$ cat config.mk
export PLATFORM = sky130hd
export DESIGN_NAME = ui_input_controller_flat
export DESIGN_NICKNAME = d
export VERILOG_FILES = /design/src/rtl/ui_input_controller_pkg.sv /design/src/rtl/ui_input_controller_if.sv /design/src/rtl/ui_input_controller_debouncer.sv /design/src/rtl/ui_input_controller.sv /design/src/flat_wrapper.sv
export SDC_FILE = /design/constraint.sdc
export NUM_CORES = 1
export LEC_CHECK = 0
export ABC_AREA = 1
export ABC_CLOCK_PERIOD_IN_PS = 3800
export CAP_MARGIN = 20
export CELL_PAD_IN_SITES_DETAIL_PLACEMENT = 1
export CELL_PAD_IN_SITES_GLOBAL_PLACEMENT = 2
export CORE_MARGIN = 2
export CORE_UTILIZATION = 40
export CTS_CLUSTER_DIAMETER = 60
export CTS_CLUSTER_SIZE = 14
export DETAILED_ROUTE_END_ITERATION = 7
export GPL_TIMING_DRIVEN = 0
export PLACE_DENSITY = 0.87
export SLEW_MARGIN = 20
export SYNTH_ARGS = -nofsm -noshare
export SYNTH_HDL_FRONTEND = slang
export SYNTH_HIERARCHICAL = 1
export SYNTH_SLANG_ARGS = --single-unit
export TNS_END_PERCENT = 20
$ cat constraint.sdc
create_clock -name clock -period 3.8 [get_ports clock]
set_input_delay 0.57 -clock clock [delete_from_list [all_inputs] [get_ports clock]]
set_output_delay 0.57 -clock clock [all_outputs]
set_load 0.02 [all_outputs]
$ cat src/rtl/ui_input_controller_pkg.sv
// Shared types and default timing for the pong front-panel input controller.
// Imported by the interface, the debouncer and the top.
package ui_pkg;

    typedef enum logic [1:0] {
        LED_OFF   = 2'd0,
        LED_ON    = 2'd1,
        LED_BLINK = 2'd2,
        LED_FAST  = 2'd3
    } led_mode_t;

    typedef enum logic [1:0] {
        IDLE   = 2'd0,
        HOLD   = 2'd1,
        REPEAT = 2'd2
    } joy_state_t;

    localparam int unsigned DEF_SYNC_STAGES     = 2;
    localparam int unsigned DEF_DEBOUNCE_CYCLES = 50000;
    localparam int unsigned DEF_REPEAT_DELAY    = 250000;
    localparam int unsigned DEF_REPEAT_PERIOD   = 100000;
    localparam int unsigned DEF_BLINK_HALF      = 12500000;

    function automatic int unsigned max_u(input int unsigned a, input int unsigned b);
        return (a > b) ? a : b;
    endfunction

endpackage

$ cat src/rtl/ui_input_controller_if.sv
// Front-panel pins plus the game-side control/event signals of the input controller.
// master = game/pin side driving inputs, slave = the controller.
interface ui_input_controller_if;
    import ui_pkg::*;

    logic      JOY_UP;
    logic      JOY_DOWN;
    logic      ARCADE_BUTTON;
    logic      ARCADE_LED;
    led_mode_t led_mode;
    logic      clear_inputs;
    logic      joystick_up;
    logic      joystick_down;
    logic      move_up;
    logic      move_down;
    logic      button_event;

    modport master (
        output JOY_UP, JOY_DOWN, ARCADE_BUTTON, led_mode, clear_inputs,
        input  ARCADE_LED, joystick_up, joystick_down, move_up, move_down, button_event
    );

    modport slave (
        input  JOY_UP, JOY_DOWN, ARCADE_BUTTON, led_mode, clear_inputs,
        output ARCADE_LED, joystick_up, joystick_down, move_up, move_down, button_event
    );

endinterface

$ cat src/rtl/ui_input_controller_debouncer.sv
// Synchronizer + debouncer for one active-low raw pin; outputs the clean
// active-high level and a one-cycle pulse during the first cycle the level is high.
module input_debouncer
    import ui_pkg::*;
#(
    parameter int unsigned SYNC_STAGES     = DEF_SYNC_STAGES,
    parameter int unsigned DEBOUNCE_CYCLES = DEF_DEBOUNCE_CYCLES
) (
    input  logic clock,
    input  logic reset,
    input  logic i_raw_n,
    output logic o_level,
    output logic o_rise
);

    localparam int unsigned CNT_W = $clog2(DEBOUNCE_CYCLES + 1);

    logic [SYNC_STAGES-1:0] r_sync;
    logic [CNT_W-1:0]       r_cnt;
    logic                   r_level;
    logic                   r_rise;
    logic                   w_active;

    // Synchronizer idles at 1 (pin released)
    always_ff @(posedge clock or posedge reset) begin
        if (reset) begin
            r_sync <= '1;
        end else begin
            r_sync <= {r_sync[SYNC_STAGES-2:0], i_raw_n};
        end
    end

    assign w_active = ~r_sync[SYNC_STAGES-1];

    // Level flips only after DEBOUNCE_CYCLES consecutive disagreeing samples
    always_ff @(posedge clock or posedge reset) begin
        if (reset) begin
            r_cnt   <= '0;
            r_level <= 1'b0;
            r_rise  <= 1'b0;
        end else begin
            r_rise <= 1'b0;
            if (w_active == r_level) begin
                r_cnt <= '0;
            end else if (r_cnt == CNT_W'(DEBOUNCE_CYCLES - 1)) begin
                r_cnt   <= '0;
                r_level <= ~r_level;
                r_rise  <= ~r_level;
            end else begin
                r_cnt <= r_cnt + CNT_W'(1);
            end
        end
    end

    assign o_level = r_level;
    assign o_rise  = r_rise;

endmodule

$ cat src/rtl/ui_input_controller.sv
// Pong front-panel conditioner: debounced joystick/button, paddle step pulses
// with auto-repeat, sticky button event and arcade LED sequencing.
module ui_input_controller
    import ui_pkg::*;
#(
    parameter int unsigned SYNC_STAGES     = DEF_SYNC_STAGES,
    parameter int unsigned DEBOUNCE_CYCLES = DEF_DEBOUNCE_CYCLES,
    parameter int unsigned REPEAT_DELAY    = DEF_REPEAT_DELAY,
    parameter int unsigned REPEAT_PERIOD   = DEF_REPEAT_PERIOD,
    parameter int unsigned BLINK_HALF      = DEF_BLINK_HALF
) (
    input  logic                  clock,
    input  logic                  reset,
    ui_input_controller_if.slave  io_ui
);

    localparam int unsigned JOY_W     = $clog2(max_u(REPEAT_DELAY, REPEAT_PERIOD) + 1);
    localparam int unsigned LED_W     = $clog2(BLINK_HALF + 1);
    localparam int unsigned FAST_HALF = ((BLINK_HALF / 4) == 0) ? 1 : (BLINK_HALF / 4);

    logic w_up;
    logic w_down;
    logic w_btn;
    logic w_btn_rise;
    logic w_unused_up_rise;
    logic w_unused_down_rise;

    input_debouncer #(.SYNC_STAGES(SYNC_STAGES), .DEBOUNCE_CYCLES(DEBOUNCE_CYCLES)) u_db_up (
        .clock   (clock),
        .reset   (reset),
        .i_raw_n (io_ui.JOY_UP),
        .o_level (w_up),
        .o_rise  (w_unused_up_rise)
    );

    input_debouncer #(.SYNC_STAGES(SYNC_STAGES), .DEBOUNCE_CYCLES(DEBOUNCE_CYCLES)) u_db_down (
        .clock   (clock),
        .reset   (reset),
        .i_raw_n (io_ui.JOY_DOWN),
        .o_level (w_down),
        .o_rise  (w_unused_down_rise)
    );

    input_debouncer #(.SYNC_STAGES(SYNC_STAGES), .DEBOUNCE_CYCLES(DEBOUNCE_CYCLES)) u_db_btn (
        .clock   (clock),
        .reset   (reset),
        .i_raw_n (io_ui.ARCADE_BUTTON),
        .o_level (w_btn),
        .o_rise  (w_btn_rise)
    );

    // Sticky button event; a fresh press beats a simultaneous clear
    logic r_button_event;

    always_ff @(posedge clock or posedge reset) begin
        if (reset) begin
            r_button_event <= 1'b0;
        end else if (w_btn_rise) begin
            r_button_event <= 1'b1;
        end else if (io_ui.clear_inputs) begin
            r_button_event <= 1'b0;
        end
    end

    // Joystick step/auto-repeat FSM; both directions held counts as none
    joy_state_t       r_state, w_state_nxt;
    logic [JOY_W-1:0] r_joy_cnt, w_joy_cnt_nxt;
    logic             r_dir_up, w_dir_up_nxt;
    logic             r_move_up, w_move_up_nxt;
    logic             r_move_down, w_move_down_nxt;
    logic             w_dir_any;
    logic             w_dir_up;

    assign w_dir_any = w_up ^ w_down;
    assign w_dir_up  = w_up & ~w_down;

    always_ff @(posedge clock or posedge reset) begin
        if (reset) begin
            r_state     <= IDLE;
            r_joy_cnt   <= '0;
            r_dir_up    <= 1'b0;
            r_move_up   <= 1'b0;
            r_move_down <= 1'b0;
        end else begin
            r_state     <= w_state_nxt;
            r_joy_cnt   <= w_joy_cnt_nxt;
            r_dir_up    <= w_dir_up_nxt;
            r_move_up   <= w_move_up_nxt;
            r_move_down <= w_move_down_nxt;
        end
    end

    always_comb begin
        w_state_nxt     = r_state;
        w_joy_cnt_nxt   = r_joy_cnt;
        w_dir_up_nxt    = r_dir_up;
        w_move_up_nxt   = 1'b0;
        w_move_down_nxt = 1'b0;
        case (r_state)
            IDLE: begin
                if (w_dir_any) begin
                    w_move_up_nxt   = w_dir_up;
                    w_move_down_nxt = ~w_dir_up;
                    w_dir_up_nxt    = w_dir_up;
                    w_joy_cnt_nxt   = JOY_W'(REPEAT_DELAY);
                    w_state_nxt     = HOLD;
                end
            end
            HOLD, REPEAT: begin
                if (!w_dir_any) begin
                    w_joy_cnt_nxt = '0;
                    w_state_nxt   = IDLE;
                end else if (w_dir_up != r_dir_up) begin
                    w_move_up_nxt   = w_dir_up;
                    w_move_down_nxt = ~w_dir_up;
                    w_dir_up_nxt    = w_dir_up;
                    w_joy_cnt_nxt   = JOY_W'(REPEAT_DELAY);
                    w_state_nxt     = HOLD;
                end else if (r_joy_cnt <= JOY_W'(1)) begin
                    // Counter is about to reach zero: emit the repeat step now
                    w_move_up_nxt   = r_dir_up;
                    w_move_down_nxt = ~r_dir_up;
                    w_joy_cnt_nxt   = JOY_W'(REPEAT_PERIOD);
                    w_state_nxt     = REPEAT;
                end else begin
                    w_joy_cnt_nxt = r_joy_cnt - JOY_W'(1);
                end
            end
            default: begin
                w_joy_cnt_nxt = '0;
                w_state_nxt   = IDLE;
            end
        endcase
    end

    // LED sequencer; any mode change restarts the blink phase with the LED lit
    led_mode_t        r_mode_q;
    logic [LED_W-1:0] r_led_cnt;
    logic             r_led;
    logic [LED_W-1:0] w_half_m1;

    assign w_half_m1 = (io_ui.led_mode == LED_FAST) ? LED_W'(FAST_HALF - 1)
                                                    : LED_W'(BLINK_HALF - 1);

    always_ff @(posedge clock or posedge reset) begin
        if (reset) begin
            r_mode_q  <= LED_OFF;
            r_led_cnt <= '0;
            r_led     <= 1'b0;
        end else begin
            r_mode_q <= io_ui.led_mode;
            if (io_ui.led_mode != r_mode_q) begin
                r_led_cnt <= '0;
                r_led     <= (io_ui.led_mode != LED_OFF);
            end else begin
                case (io_ui.led_mode)
                    LED_OFF: r_led <= 1'b0;
                    LED_ON:  r_led <= 1'b1;
                    default: begin
                        if (r_led_cnt == w_half_m1) begin
                            r_led_cnt <= '0;
                            r_led     <= ~r_led;
                        end else begin
                            r_led_cnt <= r_led_cnt + LED_W'(1);
                        end
                    end
                endcase
            end
        end
    end

    assign io_ui.joystick_up   = w_up;
    assign io_ui.joystick_down = w_down;
    assign io_ui.move_up       = r_move_up;
    assign io_ui.move_down     = r_move_down;
    assign io_ui.button_event  = r_button_event;
    assign io_ui.ARCADE_LED    = r_led;

endmodule

$ cat src/flat_wrapper.sv
// flat-port wrapper written by rule: the top's interface ports become plain ports
module ui_input_controller_flat import ui_pkg::*;
#(
    parameter int unsigned SYNC_STAGES     = DEF_SYNC_STAGES,
    parameter int unsigned DEBOUNCE_CYCLES = DEF_DEBOUNCE_CYCLES,
    parameter int unsigned REPEAT_DELAY    = DEF_REPEAT_DELAY,
    parameter int unsigned REPEAT_PERIOD   = DEF_REPEAT_PERIOD,
    parameter int unsigned BLINK_HALF      = DEF_BLINK_HALF
)
  (clock, reset, io_ui_JOY_UP, io_ui_JOY_DOWN, io_ui_ARCADE_BUTTON, io_ui_led_mode, io_ui_clear_inputs, io_ui_ARCADE_LED, io_ui_joystick_up, io_ui_joystick_down, io_ui_move_up, io_ui_move_down, io_ui_button_event);
  ui_input_controller_if io_ui_i ();
  input  logic clock;
  input  logic reset;
  input wire logic [$bits(io_ui_i.JOY_UP)-1:0] io_ui_JOY_UP;
  input wire logic [$bits(io_ui_i.JOY_DOWN)-1:0] io_ui_JOY_DOWN;
  input wire logic [$bits(io_ui_i.ARCADE_BUTTON)-1:0] io_ui_ARCADE_BUTTON;
  input wire logic [$bits(io_ui_i.led_mode)-1:0] io_ui_led_mode;
  input wire logic [$bits(io_ui_i.clear_inputs)-1:0] io_ui_clear_inputs;
  output wire logic [$bits(io_ui_i.ARCADE_LED)-1:0] io_ui_ARCADE_LED;
  output wire logic [$bits(io_ui_i.joystick_up)-1:0] io_ui_joystick_up;
  output wire logic [$bits(io_ui_i.joystick_down)-1:0] io_ui_joystick_down;
  output wire logic [$bits(io_ui_i.move_up)-1:0] io_ui_move_up;
  output wire logic [$bits(io_ui_i.move_down)-1:0] io_ui_move_down;
  output wire logic [$bits(io_ui_i.button_event)-1:0] io_ui_button_event;
  assign io_ui_i.JOY_UP = io_ui_JOY_UP;
  assign io_ui_i.JOY_DOWN = io_ui_JOY_DOWN;
  assign io_ui_i.ARCADE_BUTTON = io_ui_ARCADE_BUTTON;
  assign io_ui_i.led_mode = io_ui_led_mode;
  assign io_ui_i.clear_inputs = io_ui_clear_inputs;
  assign io_ui_ARCADE_LED = io_ui_i.ARCADE_LED;
  assign io_ui_joystick_up = io_ui_i.joystick_up;
  assign io_ui_joystick_down = io_ui_i.joystick_down;
  assign io_ui_move_up = io_ui_i.move_up;
  assign io_ui_move_down = io_ui_i.move_down;
  assign io_ui_button_event = io_ui_i.button_event;
  ui_input_controller #(.SYNC_STAGES(SYNC_STAGES), .DEBOUNCE_CYCLES(DEBOUNCE_CYCLES), .REPEAT_DELAY(REPEAT_DELAY), .REPEAT_PERIOD(REPEAT_PERIOD), .BLINK_HALF(BLINK_HALF)) u_core (.clock(clock), .reset(reset), .io_ui(io_ui_i));
endmodule
==> metrics.csv, run 1 <==
metric,value,unit
share of cells above drive strength 1,14.5,%
most instantiated logic cells after routing,"nand2_1 (193), nor2_1 (117), dfrtp_1 (103), inv_1 (87), nand3_1 (56)",
TritonCTS Buffers,9,
fin crit period,2.14,ns
Mapped Cells,821,
Antenna diodes,0,
Startpoint Class,register,
"Hold Vio Cnt, Final",0,
most numerous logic cell after layout,nand2_1,
DP Worst Slack,1.52,ns
max-slew violation count,0,
Crit Path Max Fanout,10,
IO Port Bufs,13,
first-pass GRT wire length,26900,um
ANT nets after route,0,
Pre-antenna DRT Iters,4,
Comb group,0.0986,mW
R2R Path End,u_core/r_state[0],
cells resized by post-CTS repair,0,
placed instance area,0.00686,mm^2
Ys Warns,6,
Max Clk Rate,467,MHz
vias in the first global route,5478,
Worst Min Path Start,u_core/u_db_down/r_sync[0],
pin count of the biggest net entering global routing,52,
outcome,completed,
GRT overflow,0,
PnR worst setup slack,1.66,ns
floorplan utilization,40.8,%
CTS root buffer,clkbuf_16,
Slew @ Worst Pin,0.785,ns
Max Clock Skew,0.00392,ns
highest-power group,registers,
Final TNS setup,0,ns
non-filler instance count after layout,1065,
power share of the combinational group,4.3,%
cycle use final,56.3,%
internal power,1.73,mW
crit path DAT,2.43,ns
DP HPWL,11800,um
initial antenna violation count,0,
WHS Path Cells,0,
Max Cap Viol,0,
post-route cell area,0.00716,mm^2
fin nets,862,
floorplan net count,838,
M1 GR Usage,26.3,%
Net Sw Frac,24.0,%
row cnt,46,
P&R area growth vs syn,11.0,%
seq pwr,1.19,mW
crit path DRT,4.09,ns
final setup vio count,0,
Worst setup EP type,register,
Clock Path Buffers,2,
Die H,131,um
Reg power frac,52.4,%
"Most flops, register",u_core/r_led_cnt,
final total power,2.27,mW
total track usage,19.8,%
smallest hold slack,0.359,ns
Inst Count DP,1050,
Late-Pin Clk Latency,0.36,ns
Slew HR,47.6,%
CTS tree,built,
RSZ-0062 raised after global routing,no,
Post-Syn Area,0.00645,mm^2
CP startpoint,u_core/u_db_down/o_level,
die width,131,um
DR DRC count,0,
core area,0.0158,mm^2
Post-CTS Setup Bufs,0,
==> run 1: critical path, cell delays in order (launching register included) <==
cell and delay, ns:
dfrtp_1 0.44, inv_1 0.08, ha_1 0.31, nand2_1 0.34, inv_1 0.14, nor2_2 0.20, inv_1 0.08, nor2_2 0.29
inv_1 0.07, o21ai_1 0.12
==> run 1: area by class of cell <==
cell class,instances,area [um^2]
Fill cell,1944,8670
Clock buffer,9,225
Buffer,7,46.3
Multi-Input combinational cell,600,3280
Timing Repair Buffer,13,130
Inverter,105,397
Sequential cell,109,2740
Clock inverter,6,80.1
Tap cell,216,270
==> run 1: layer usage <==
metal / up-vias / wire, um
met5: - / 0
li1: 2669 / -
met2: 24 / 7670
met4: 0 / 136
met3: 10 / 284
met1: 2608 / 7510
run_1/m1.png
Scale: 4 px per um. Supply wires on this layer in grey. Cells faint in the background.
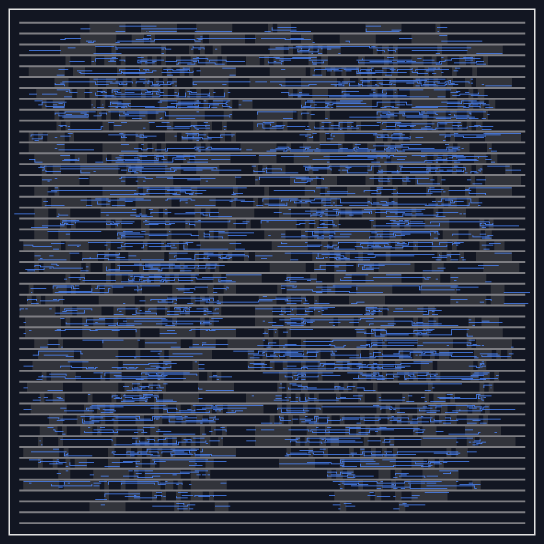
The layer holds 48% of the routed length. The layer carries 7510 um of wire. The wires run mostly horizontal. The longest straight run is 34.0 um. 817 nets have wire on it.

run_1/m2.png
Scale: 4 px per um.
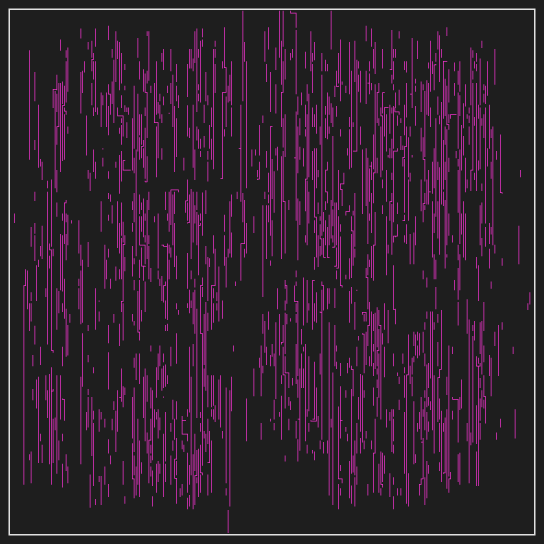
The layer holds 49% of the routed length. The wires run mostly vertical.
via count: 5311
M2 GR Usage: 33.7%

run_1/m3.png
Scale: 4 px per um. Cells faint in the background.
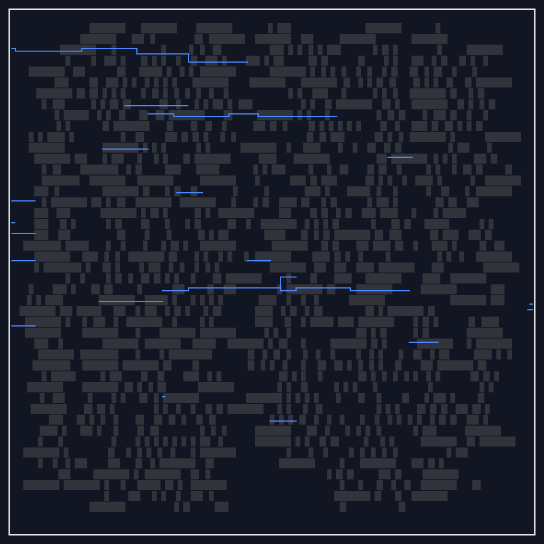
The wires run mostly horizontal. The layer holds 1.8% of the routed length. The layer carries 284 um of wire. 13 nets have wire on it. The longest straight run is 23.0 um.

run_1/m4.png
Scale: 3 px per um. Supply wires on this layer in grey. Cells faint in the background.
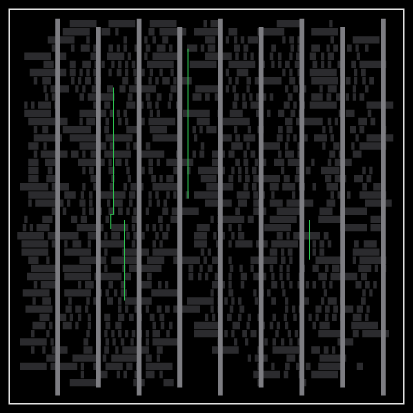
The wires run mostly vertical. The layer carries 137 um of wire. The layer holds 0.88% of the routed length.

run_1/congestion_map.png
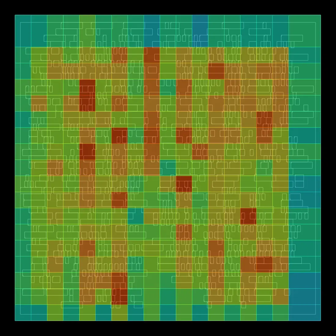

==> run 2, diff against run 1 <==
ABC_CLOCK_PERIOD_IN_PS = 2000   (was 3800)
CORE_UTILIZATION = 38   (was 40)
PLACE_DENSITY = 0.83   (was 0.87)
clock period = 2 ns   (was 3.8 ns; I/O delays follow)
run_2/congestion_map.png
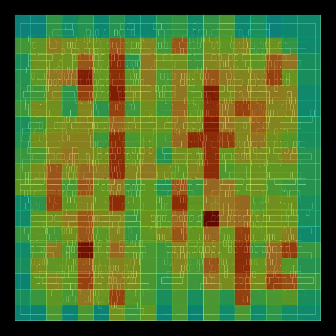
Util after Layout: 43.5%
M1 GR Usage: 25.3%
met3 Use GR: 2.99%

==> run 2 against run 1 <==
Effect of this change: core utilization is 1.8 points lower; sequential power is about 90% higher; final cell count is 0.56% higher; total power is 86% higher; critical path type unchanged.
==> metrics.csv, run 2 <==
metric,value,unit,change
Clock Path Buffers,2,,unchanged
pwr/cell area,588,mW/mm^2,
core area,0.0166,mm^2,+4.8%
share of cells above drive strength 1,15.6,%,+1.1 points
TritonCTS Buffers,9,,unchanged
total track usage,19.6,%,-0.23 points
Slew HR,47.2,%,-0.43 points
CP max-delay cell,dfrtp_1,,
most instantiated logic cells after routing,"nand2_1 (189), nor2_1 (117), dfrtp_1 (101), inv_1 (87), nand3_1 (55)",,
most numerous logic cell after layout,nand2_1,,
crit-path cells,inv_1 > ha_1 > nand3_1 > nor2_2 > nand2_1 > or2_0 > nand3_1 > nand2_1 > nand2_1,,
floorplan net count,838,,unchanged
CTS root buffer,clkbuf_16,,
Inst Count DP,1054,,+0.38%
Reg area,0.00274,mm^2,about the same
DP Worst Slack,-0.221,ns,-1.74 ns
die width,134,um,+2.5%
Ys Warns,6,,unchanged
vias in the first global route,5848,,+6.8%
row cnt,47,,+2.2%
Max Used Layer,met4,,
DP HPWL,12300,um,+4.3%
RSZ-0062 raised after global routing,no,,
first-pass GRT wire length,28400,um,+5.4%
IO Port Bufs,13,,unchanged
P&R area growth vs syn,11.8,%,
DR DRC count,0,,unchanged
Worst path top cell family by delay,simple AND/OR/NAND/NOR gates,,
post-route cell area,0.00721,mm^2,+0.72%
final setup vio count,0,,unchanged
fin crit period,1.83,ns,-0.309 ns
Startpoint Class,register,,
max-slew violation count,0,,unchanged
Worst setup EP type,register,,
Final TNS setup,0,ns,unchanged
Met1 Wirelength,7510,um,about the same
crit-path max cell delay,0.42,ns,-0.02 ns
crit path DRT,2.30,ns,-1.79 ns
pin count of the biggest net entering global routing,52,,unchanged
smallest hold slack,0.336,ns,-0.0229 ns
Late-Pin Clk Latency,0.36,ns,about the same
tally of filler cells in the layout,2035,,+4.7%
Worst Min Path Start,io_ui_JOY_UP,,
Post-Syn Area,0.00645,mm^2,unchanged
CTS tree,built,,
Gate Area,0.00333,mm^2,+1.5%
non-filler instance count after layout,1071,,+0.56%
outcome,completed,,
Antenna diodes,0,,unchanged
"Most flops, register",u_core/r_led_cnt,,
Met2 Routed Length,7980,um,+4.0%
Crit Path Max Fanout,4,,-6
crit path DAT,2.13,ns,-0.30 ns
Mapped Cells,821,,unchanged
initial antenna violation count,0,,unchanged
ANT nets after route,0,,unchanged
WHS Path Cells,1,,+1
floorplan utilization,38.9,%,-1.9 points
worst path bufs/invs,1,,-3
R2R Path End,u_core/r_joy_cnt[10],,
cycle use final,91.5,%,+35 points
Max Clk Rate,546,MHz,+17%
Pre-antenna DRT Iters,4,,unchanged
CP startpoint,u_core/r_joy_cnt[0],,
CP dominant cell by count,nand2_1,,
CP Depth,9,,unchanged
Max Cap Viol,0,,unchanged
==> run 2: area by class of cell <==
class	count	share of cell area, %
multi-input cells	600	46.1
flip-flops and latches	109	38.0
inverters	105	5.50
well taps	220	3.82
clock buffers	10	3.17
repair buffers	14	1.91
clock inverters	6	0.885
plain buffers	7	0.642
==> run 2: per-layer routing <==
metal  vias up  GRT usage, %
li1       2680             -
met4         0          6.08
met2        53          33.8
met3        20          2.99
met1      2635          25.3
met5         -             0
==> run 2: power by group <==
group	switching, mW	total, mW	internal [mW]
logic	0.131	0.188	0.0569
clock network	0.907	1.79	0.882
registers	0.0292	2.26	2.23
total	1.07	4.24	3.17
==> run 2: timing repair <==
item,in CTS,in global routing
setup endpoints to repair,16,21
buffers inserted,0,1
hold endpoints to repair,0,0
resized,4,8
pin swaps,0,1
==> run 3, diff against run 2 <==
GPL_ROUTABILITY_DRIVEN = 0   (was default)
run_3/m2.png
Scale: 4 px per um.
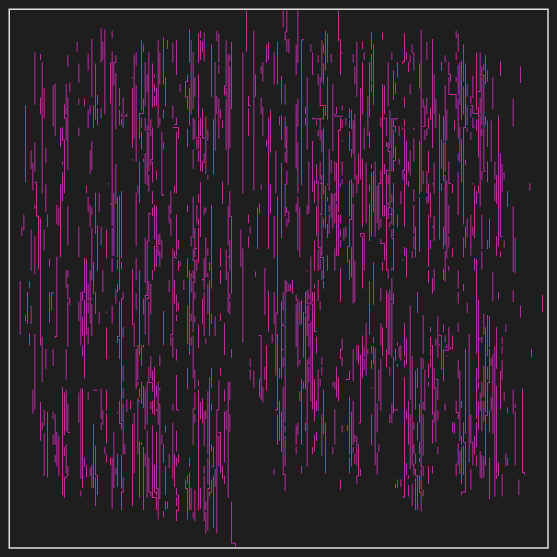
737 nets have wire on it. The longest straight run is 43.5 um. The layer carries 7980 um of wire. The wires run mostly vertical.

==> run 3 against run 2 <==
Effect of this change: die size did not move; critical path depth unchanged; clock skew unchanged; core utilization did not move; combinational power about the same; worst setup slack stayed put; fmax did not move; total power stayed put; largest cell class unchanged.
==> metrics.csv, run 3 <==
metric,value,unit,change
CTS root buffer,clkbuf_16,,
Final TNS setup,0,ns,unchanged
CP startpoint,u_core/r_joy_cnt[0],,
Met2 Routed Length,7980,um,unchanged
most numerous logic cell after layout,nand2_1,,
most instantiated logic cells after routing,"nand2_1 (189), nor2_1 (117), dfrtp_1 (101), inv_1 (87), nand3_1 (55)",,
CP dominant cell by count,nand2_1,,
Slew HR,47.2,%,unchanged
Max Used Layer,met4,,
Ys Warns,6,,unchanged
floorplan utilization,38.9,%,unchanged
outcome,completed,,
P&R area growth vs syn,11.8,%,unchanged
tally of filler cells in the layout,2035,,unchanged
IO Port Bufs,13,,unchanged
ANT nets after route,0,,unchanged
Buffers excl. clock,21,,unchanged
Worst setup EP type,register,,
pwr/cell area,588,mW/mm^2,unchanged
Reg area,0.00274,mm^2,unchanged
final setup vio count,0,,unchanged
highest-power group,registers,,
DP HPWL,12300,um,unchanged
crit-path max cell delay,0.42,ns,about the same
internal power,3.17,mW,unchanged
CTS tree,built,,
fin crit period,1.83,ns,unchanged
smallest hold slack,0.336,ns,unchanged
crit path DRT,2.30,ns,about the same
TritonCTS Buffers,9,,unchanged
die width,134,um,unchanged
Clock Network Area Fraction,4.06,%,unchanged
max-slew violation count,0,,unchanged
Net Sw Frac,25.2,%,unchanged
net switching power,1.07,mW,unchanged
RSZ-0062 raised after global routing,no,,
vias in the first global route,5848,,unchanged
Pre-antenna DRT Iters,4,,unchanged
post-route cell area,0.00721,mm^2,unchanged
Inst Count DP,1054,,unchanged
Util after Layout,43.5,%,unchanged
Post-CTS Setup Bufs,0,,unchanged
Max Cap Viol,0,,unchanged
first-pass GRT wire length,28400,um,unchanged
non-filler instance count after layout,1071,,unchanged
run 3: worst max-delay path: cells and delay by family (launching register included):
family | cells | cell delay, ns
adder cells (fa/ha/maj) | 1 | 0.22
buffers and inverters | 1 | 0.11
flip-flops | 1 | 0.42
AND/OR/NAND/NOR | 7 | 1.01
run 3: routing by layer:
layer	GRT usage, %	up-vias
met2	33.8	53
met4	6.08	0
met3	2.99	20
met5	0	-
li1	-	2680
met1	25.3	2635
run 3: how the worst max path moves through the flow:
stage	endpoint
2_1_floorplan	u_core/r_state[0]
3_3_place_gp	u_core/r_joy_cnt[14]
3_5_place_dp	u_core/r_joy_cnt[14]
4_1_cts	u_core/r_joy_cnt[17]
5_1_grt	u_core/r_joy_cnt[14]
6_report	u_core/r_joy_cnt[10]
Power is estimated from default activity; no workload was simulated.
